## config.mk

```make
export PLATFORM = sky130hd
export DESIGN_NAME = data_mem_arbiter_flat
export DESIGN_NICKNAME = d
export VERILOG_FILES = /design/src/rtl/data_mem_arbiter_if.sv /design/src/rtl/data_mem_arbiter.sv /design/src/flat_wrapper.sv
export SDC_FILE = /design/constraint.sdc
export NUM_CORES = 1
export LEC_CHECK = 0
export CAP_MARGIN = 20
export CORE_ASPECT_RATIO = 1.1
export CORE_MARGIN = 5
export CORE_UTILIZATION = 44
export CTS_BUF_LIST = sky130_fd_sc_hd__clkbuf_16
export CTS_CLUSTER_SIZE = 20
export DETAILED_ROUTE_END_ITERATION = 8
export PLACE_DENSITY = 0.82
export SLEW_MARGIN = 20
export SYNTH_ARGS = -nofsm -noshare
export SYNTH_HDL_FRONTEND = slang
export SYNTH_SLANG_ARGS = --single-unit
```

## constraint.sdc

```tcl
create_clock -name Clk -period 2.6 [get_ports Clk]
set_clock_uncertainty 0.05 [all_clocks]
set_input_delay 0.52 -clock Clk [delete_from_list [all_inputs] [get_ports Clk]]
set_output_delay 0.52 -clock Clk [all_outputs]
set_load 0.02 [all_outputs]
```

## src/rtl/data_mem_arbiter_if.sv

```systemverilog
// Client-side command/response bundle for one data memory arbiter port.
// The master modport is the requester; the slave modport is the arbiter.
interface data_mem_arbiter_if;
  localparam int unsigned AW = 8;
  localparam int unsigned DW = 8;

  logic          req;
  logic          wr;
  logic [AW-1:0] addr;
  logic [DW-1:0] wdata;
  logic          rdy;
  logic          gnt;
  logic [DW-1:0] rdata;
  logic          rvalid;

  modport master (
    output req, wr, addr, wdata,
    input  rdy, gnt, rdata, rvalid
  );

  modport slave (
    input  req, wr, addr, wdata,
    output rdy, gnt, rdata, rvalid
  );
endinterface

```

## src/rtl/data_mem_arbiter.sv

```systemverilog
// Two-port arbiter in front of a 256x8 single-port data memory.
// Each port holds one buffered command; one memory access per cycle.
// Optional feature: define DATA_MEM_ARB_RR_EN for round-robin tie breaking;
// without it ties always go to port A.
module data_mem_arbiter (
  input  logic                 Clk,
  input  logic                 Reset,
  data_mem_arbiter_if.slave    port_a,
  data_mem_arbiter_if.slave    port_b,
  output logic                 MemWriteEn,
  output logic [7:0]           MemAddress,
  output logic [7:0]           MemDataIn,
  input  logic [7:0]           MemDataOut
);
  localparam int unsigned AW = 8;
  localparam int unsigned DW = 8;

  typedef struct packed {
    logic          wr;
    logic [AW-1:0] addr;
    logic [DW-1:0] wdata;
  } cmd_t;

  typedef enum logic {PORT_A = 1'b0, PORT_B = 1'b1} port_e;

  logic          pend_a_q,   pend_a_d,   pend_b_q,   pend_b_d;
  cmd_t          cmd_a_q,    cmd_a_d,    cmd_b_q,    cmd_b_d;
  logic [DW-1:0] rdata_a_q,  rdata_a_d,  rdata_b_q,  rdata_b_d;
  logic          rvalid_a_q, rvalid_a_d, rvalid_b_q, rvalid_b_d;
  port_e         last_gnt_q, last_gnt_d;

  logic gnt_a_c, gnt_b_c;
  logic rdy_a_c, rdy_b_c;
  logic acc_a_c, acc_b_c;

  // Grant selection from the buffered commands; ties resolved by build option.
  always_comb begin
    gnt_a_c = 1'b0;
    gnt_b_c = 1'b0;
    if (pend_a_q && pend_b_q) begin
`ifdef DATA_MEM_ARB_RR_EN
      if (last_gnt_q == PORT_B) gnt_a_c = 1'b1;
      else                      gnt_b_c = 1'b1;
`else
      gnt_a_c = 1'b1;
`endif
    end else begin
      gnt_a_c = pend_a_q;
      gnt_b_c = pend_b_q;
    end
  end

  // A port may load a new command whenever its buffer is empty or being served.
  always_comb begin
    rdy_a_c = !pend_a_q || gnt_a_c;
    rdy_b_c = !pend_b_q || gnt_b_c;
    acc_a_c = port_a.req && rdy_a_c && !Reset;
    acc_b_c = port_b.req && rdy_b_c && !Reset;
  end

  // Drive the memory from the granted buffer; reset suppresses any write.
  always_comb begin
    MemWriteEn = 1'b0;
    MemAddress = '0;
    MemDataIn  = '0;
    if (gnt_a_c) begin
      MemWriteEn = cmd_a_q.wr && !Reset;
      MemAddress = cmd_a_q.addr;
      MemDataIn  = cmd_a_q.wdata;
    end else if (gnt_b_c) begin
      MemWriteEn = cmd_b_q.wr && !Reset;
      MemAddress = cmd_b_q.addr;
      MemDataIn  = cmd_b_q.wdata;
    end
  end

  // Next-state for buffers, read data, read-valid pulses and last grant.
  always_comb begin
    pend_a_d   = pend_a_q;
    pend_b_d   = pend_b_q;
    cmd_a_d    = cmd_a_q;
    cmd_b_d    = cmd_b_q;
    rdata_a_d  = rdata_a_q;
    rdata_b_d  = rdata_b_q;
    rvalid_a_d = 1'b0;
    rvalid_b_d = 1'b0;
    last_gnt_d = last_gnt_q;

    if (gnt_a_c) begin
      pend_a_d   = 1'b0;
      last_gnt_d = PORT_A;
      if (!cmd_a_q.wr) begin
        rdata_a_d  = MemDataOut;
        rvalid_a_d = 1'b1;
      end
    end
    if (gnt_b_c) begin
      pend_b_d   = 1'b0;
      last_gnt_d = PORT_B;
      if (!cmd_b_q.wr) begin
        rdata_b_d  = MemDataOut;
        rvalid_b_d = 1'b1;
      end
    end

    if (acc_a_c) begin
      pend_a_d = 1'b1;
      cmd_a_d  = '{wr: port_a.wr, addr: port_a.addr, wdata: port_a.wdata};
    end
    if (acc_b_c) begin
      pend_b_d = 1'b1;
      cmd_b_d  = '{wr: port_b.wr, addr: port_b.addr, wdata: port_b.wdata};
    end
  end

  // State registers with synchronous reset; command payloads need no reset.
  always_ff @(posedge Clk) begin
    if (Reset) begin
      pend_a_q   <= 1'b0;
      pend_b_q   <= 1'b0;
      rdata_a_q  <= '0;
      rdata_b_q  <= '0;
      rvalid_a_q <= 1'b0;
      rvalid_b_q <= 1'b0;
      last_gnt_q <= PORT_B;
    end else begin
      pend_a_q   <= pend_a_d;
      pend_b_q   <= pend_b_d;
      rdata_a_q  <= rdata_a_d;
      rdata_b_q  <= rdata_b_d;
      rvalid_a_q <= rvalid_a_d;
      rvalid_b_q <= rvalid_b_d;
      last_gnt_q <= last_gnt_d;
    end
  end

  // Command payload capture.
  always_ff @(posedge Clk) begin
    cmd_a_q <= cmd_a_d;
    cmd_b_q <= cmd_b_d;
  end

  assign port_a.rdy    = rdy_a_c;
  assign port_b.rdy    = rdy_b_c;
  assign port_a.gnt    = gnt_a_c;
  assign port_b.gnt    = gnt_b_c;
  assign port_a.rdata  = rdata_a_q;
  assign port_b.rdata  = rdata_b_q;
  assign port_a.rvalid = rvalid_a_q;
  assign port_b.rvalid = rvalid_b_q;
endmodule

```

## src/flat_wrapper.sv

```systemverilog
// flat-port wrapper written by rule: the top's interface ports become plain ports
module data_mem_arbiter_flat 
  (Clk, Reset, MemWriteEn, MemAddress, MemDataIn, MemDataOut, port_a_req, port_a_wr, port_a_addr, port_a_wdata, port_a_rdy, port_a_gnt, port_a_rdata, port_a_rvalid, port_b_req, port_b_wr, port_b_addr, port_b_wdata, port_b_rdy, port_b_gnt, port_b_rdata, port_b_rvalid);
  data_mem_arbiter_if port_a_i ();
  data_mem_arbiter_if port_b_i ();
  input  logic Clk;
  input  logic Reset;
  output logic MemWriteEn;
  output logic [7:0] MemAddress;
  output logic [7:0] MemDataIn;
  input  logic [7:0] MemDataOut;
  input wire logic [$bits(port_a_i.req)-1:0] port_a_req;
  input wire logic [$bits(port_a_i.wr)-1:0] port_a_wr;
  input wire logic [$bits(port_a_i.addr)-1:0] port_a_addr;
  input wire logic [$bits(port_a_i.wdata)-1:0] port_a_wdata;
  output wire logic [$bits(port_a_i.rdy)-1:0] port_a_rdy;
  output wire logic [$bits(port_a_i.gnt)-1:0] port_a_gnt;
  output wire logic [$bits(port_a_i.rdata)-1:0] port_a_rdata;
  output wire logic [$bits(port_a_i.rvalid)-1:0] port_a_rvalid;
  input wire logic [$bits(port_b_i.req)-1:0] port_b_req;
  input wire logic [$bits(port_b_i.wr)-1:0] port_b_wr;
  input wire logic [$bits(port_b_i.addr)-1:0] port_b_addr;
  input wire logic [$bits(port_b_i.wdata)-1:0] port_b_wdata;
  output wire logic [$bits(port_b_i.rdy)-1:0] port_b_rdy;
  output wire logic [$bits(port_b_i.gnt)-1:0] port_b_gnt;
  output wire logic [$bits(port_b_i.rdata)-1:0] port_b_rdata;
  output wire logic [$bits(port_b_i.rvalid)-1:0] port_b_rvalid;
  assign port_a_i.req = port_a_req;
  assign port_a_i.wr = port_a_wr;
  assign port_a_i.addr = port_a_addr;
  assign port_a_i.wdata = port_a_wdata;
  assign port_a_rdy = port_a_i.rdy;
  assign port_a_gnt = port_a_i.gnt;
  assign port_a_rdata = port_a_i.rdata;
  assign port_a_rvalid = port_a_i.rvalid;
  assign port_b_i.req = port_b_req;
  assign port_b_i.wr = port_b_wr;
  assign port_b_i.addr = port_b_addr;
  assign port_b_i.wdata = port_b_wdata;
  assign port_b_rdy = port_b_i.rdy;
  assign port_b_gnt = port_b_i.gnt;
  assign port_b_rdata = port_b_i.rdata;
  assign port_b_rvalid = port_b_i.rvalid;
  data_mem_arbiter u_core (.Clk(Clk), .Reset(Reset), .port_a(port_a_i), .port_b(port_b_i), .MemWriteEn(MemWriteEn), .MemAddress(MemAddress), .MemDataIn(MemDataIn), .MemDataOut(MemDataOut));
endmodule
```

==> flow_summary.ini <==
; implementation run metrics
[outcome]
status = finished clean

[global_routing]
grt_pass1_wl_um = 7220
antenna_found_initial = 0
gr-usage-met1 = 0.184
top_usage_layer = met2
grt_overflow = 0
met2_usage = 0.281
grt_util_all_layers = 0.169
grt_start_max_net_pins = 24
grt_pass1_vias = 1444
use_met3 = 0.0919

[setup_path]
crit_path_max_fanout = 15
cp.arrival_ps = 1880
start_kind = register
path_class = register to primary output
crit_path_end_kind = primary output
worstPathRequired_ps = 2030

[placed_design]
dp_hpwl_um = 3520
port_buffers = 83
place_congestion = 0.717
pre_cts_slack_ps = 361

[clocking]
root_buffer = clkbuf_16
post-cts-setup-buffers = 0
cts_htree_levels = 2
ctsHoldBuffers = 0
clkSinkCount = 54
clock_latency_ps = 280
clkTransAtPathRegs_ps = 60
cts_tree = done
max-clock-path-buffers = 2
cts_inserted_buffers = 5

[detailed_routing]
vias_per_cell = 4.92
route.vias.total = 1359
drtIter0Drc = 46
drcViolationCount = 0
wl_per_cell_um = 16.8
wl_um = 4640
ant_nets = 0
drt_pre_antenna_iters = 2

[synth]
ys_cells = 136
async_flop_share = 0
postSynthCellCount = 136
ys_ff = 54
postSynthSeqShare = 0.736
syn_avg_cell_area_um2 = 14.2
common_cells = edfxtp_1, dfxtp_1, nand2_1
yosysWarningCount = 0
top_area_cell = edfxtp_1
edf_count = 34
yosys_area_um2 = 1930
synthTopCellsByArea = edfxtp_1, dfxtp_1, a22o_1, mux2i_1, nand2_1
flop_cell = edfxtp_1
top_cell = edfxtp_1
top_cell_area_share = 0.528
synthDistinctLibCells = 17
synthesis.area_um2 = 1930
synth_nets = 182

[sta]
maxSlewHeadroom = 0.624
tightest_slew_ps = 563
finalSetupViolations = 0
finalClockPeriodUsage = 0.941
final_hold_viol_count = 0
rsz0062_at_grt = false
post-route-min-period_ps = 2450
worst_slack_ps = 153
slew_viol_final = 0
max_freq_ghz = 0.409
tns_ps = 0

[pwr]
powerDensity_nw_per_um2 = 621
leakage_nw = 1.05
vdd_drop_max_mv = 0.445

[finish]
drive_gt1_frac = 0.0766
area_growth_pct = 54.3
diodes = 0
final_nets = 267

[min_path]
hold_class = register to register

[floorplanning]
core_area_um2 = 4290
ios = 85
die_w_um = 73.2
fp_util = 0.451
die_h_um = 79.5
dieArea_um2 = 5820

[run]
maxCapViolCount = 0
warnings = 26
## placed cells by master, fill, tap and decap left out, drive strengths merged
cell           synthesis  final
nand2                 17     17
clkinv                 0      2
a21oi                  9      9
dfxtp                 20     20
clkdlybuf4s50          0     83
clkinvlp               0      1
a22o                  16     16
nand2b                 1      1
nor2b                  5      5
nor2                  11     11
mux2i                  8      8
nor3b                  1      1
edfxtp                34     34
a22oi                  1      1
clkbuf                 4      5
conb                   1      1
buf                    7      6
and3b                  1      1
## state kept, by name, summed over array words and instances, names as in the netlist
signal                flops
u_core.pend_b_q           1
u_core.port_a.rdata       8
u_core.cmd_a_q           17
u_core.port_a.rvalid      1
u_core.cmd_b_q           17
u_core.pend_a_q           1
u_core.port_b.rvalid      1
u_core.port_b.rdata       8
## worst max-delay path, cell delays in order, from the launching register on
cell,delay [ps]
dfxtp_1,360
nor2b_2,220
buf_4,240
a22o_1,170
clkdlybuf4s50_1,600
## routing by layer
metal | vias up | routed length, um
li1 | 654 | -
met1 | 630 | 1740
met2 | 69 | 2190
met3 | 6 | 654
met4 | 0 | 52
met5 | - | 0
## layout make-up
type / count / area, um2
fill: 331 / 1300
tap: 54 / 67.6
sequential: 54 / 1420
clock buffer: 5 / 125
timing repair buffer: 89 / 901
clock inverter: 3 / 21.3
multi-input combinational: 71 / 445
## stage by stage
stage | hold WS (ps) | power (mW) | instance area [um2] | util | std cells
3_5_place_dp | 397 | 1.24 | 2830 | 0.661 | 268
6_report | 405 | 1.85 | 2980 | 0.696 | 276
4_1_cts | 404 | 1.87 | 2980 | 0.695 | 276
5_1_grt | 433 | 1.94 | 2980 | 0.696 | 276
3_3_place_gp | 393 | 1.23 | 2830 | 0.661 | 268
2_1_floorplan | 432 | 1.09 | 1930 | - | 136
## power breakdown
part           switching [mW]  total (mW)  internal (mW)
clock                   0.280       0.637          0.356
combinational           0.106       0.246          0.141
sequential             0.0148       0.970          0.955
## logic make-up (layout without fill, tap and decap cells)
family                 after synthesis  count (layout)  synth area share
buffers and inverters               11              97            0.0363
muxes                                8               8            0.0415
and+or+nand+nor                     36              36            0.0848
other                                1               1           0.00194
AOI/OAI and AO/OA                   26              26            0.0997
DFF                                 54              54             0.736
## final timing paths
kind / cells past startpoint / endpoint / from / slack [ps]
worst min-delay path: 2 / u_core.port_a.rdata[6]$_SDFFE_PP0P_ / u_core.port_a.rdata[6]$_SDFFE_PP0P_ / 410
worst min register to register: 2 / u_core.port_a.rdata[6]$_SDFFE_PP0P_ / u_core.port_a.rdata[6]$_SDFFE_PP0P_ / 410
worst max-delay path: 4 / MemAddress[5] / u_core.pend_b_q$_SDFFE_PP0P_ / 150
worst max register to register: 4 / u_core.port_a.rdata[1]$_SDFFE_PP0P_ / u_core.pend_a_q$_SDFFE_PP0P_ / 1070
## what timing repair did
action                                  in CTS  in global routing
gates resized                                0                  1
hold endpoints to repair                     0                  0
endpoints found under the setup margin       0                 12
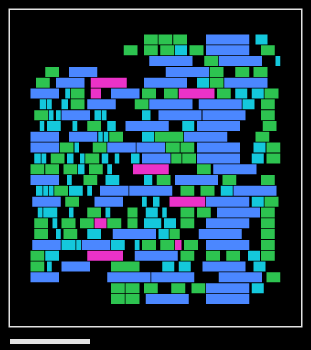
(images/placement_by_type.png)
Scale bar: 20 um.
class	color	cells	share of their area
sequential cells	blue	54	49%
combinational and other logic	cyan	71	15%
clock drivers and dummy loads	magenta	8	5.0%
remaining buffers and delay cells	green	89	31%
# rows: 25
flop share of the area: 0.477
final core utilization: 0.696
Final Cell Area: 2980 um2

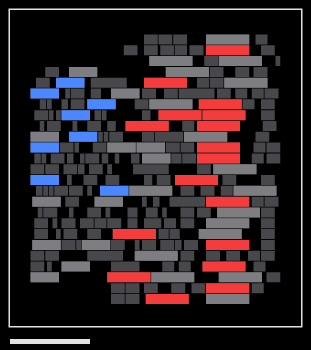
(images/flops_by_reg.png)
Scale bar: 20 um. Other sequential cells in the stronger gray, the rest of the logic in the fainter gray.
name in the netlist	color	flops
u_core.cmd_b_q	red	17
u_core.port_a.rdata	blue	8

Power figures rest on the tool's default switching activity, not on a simulated workload.
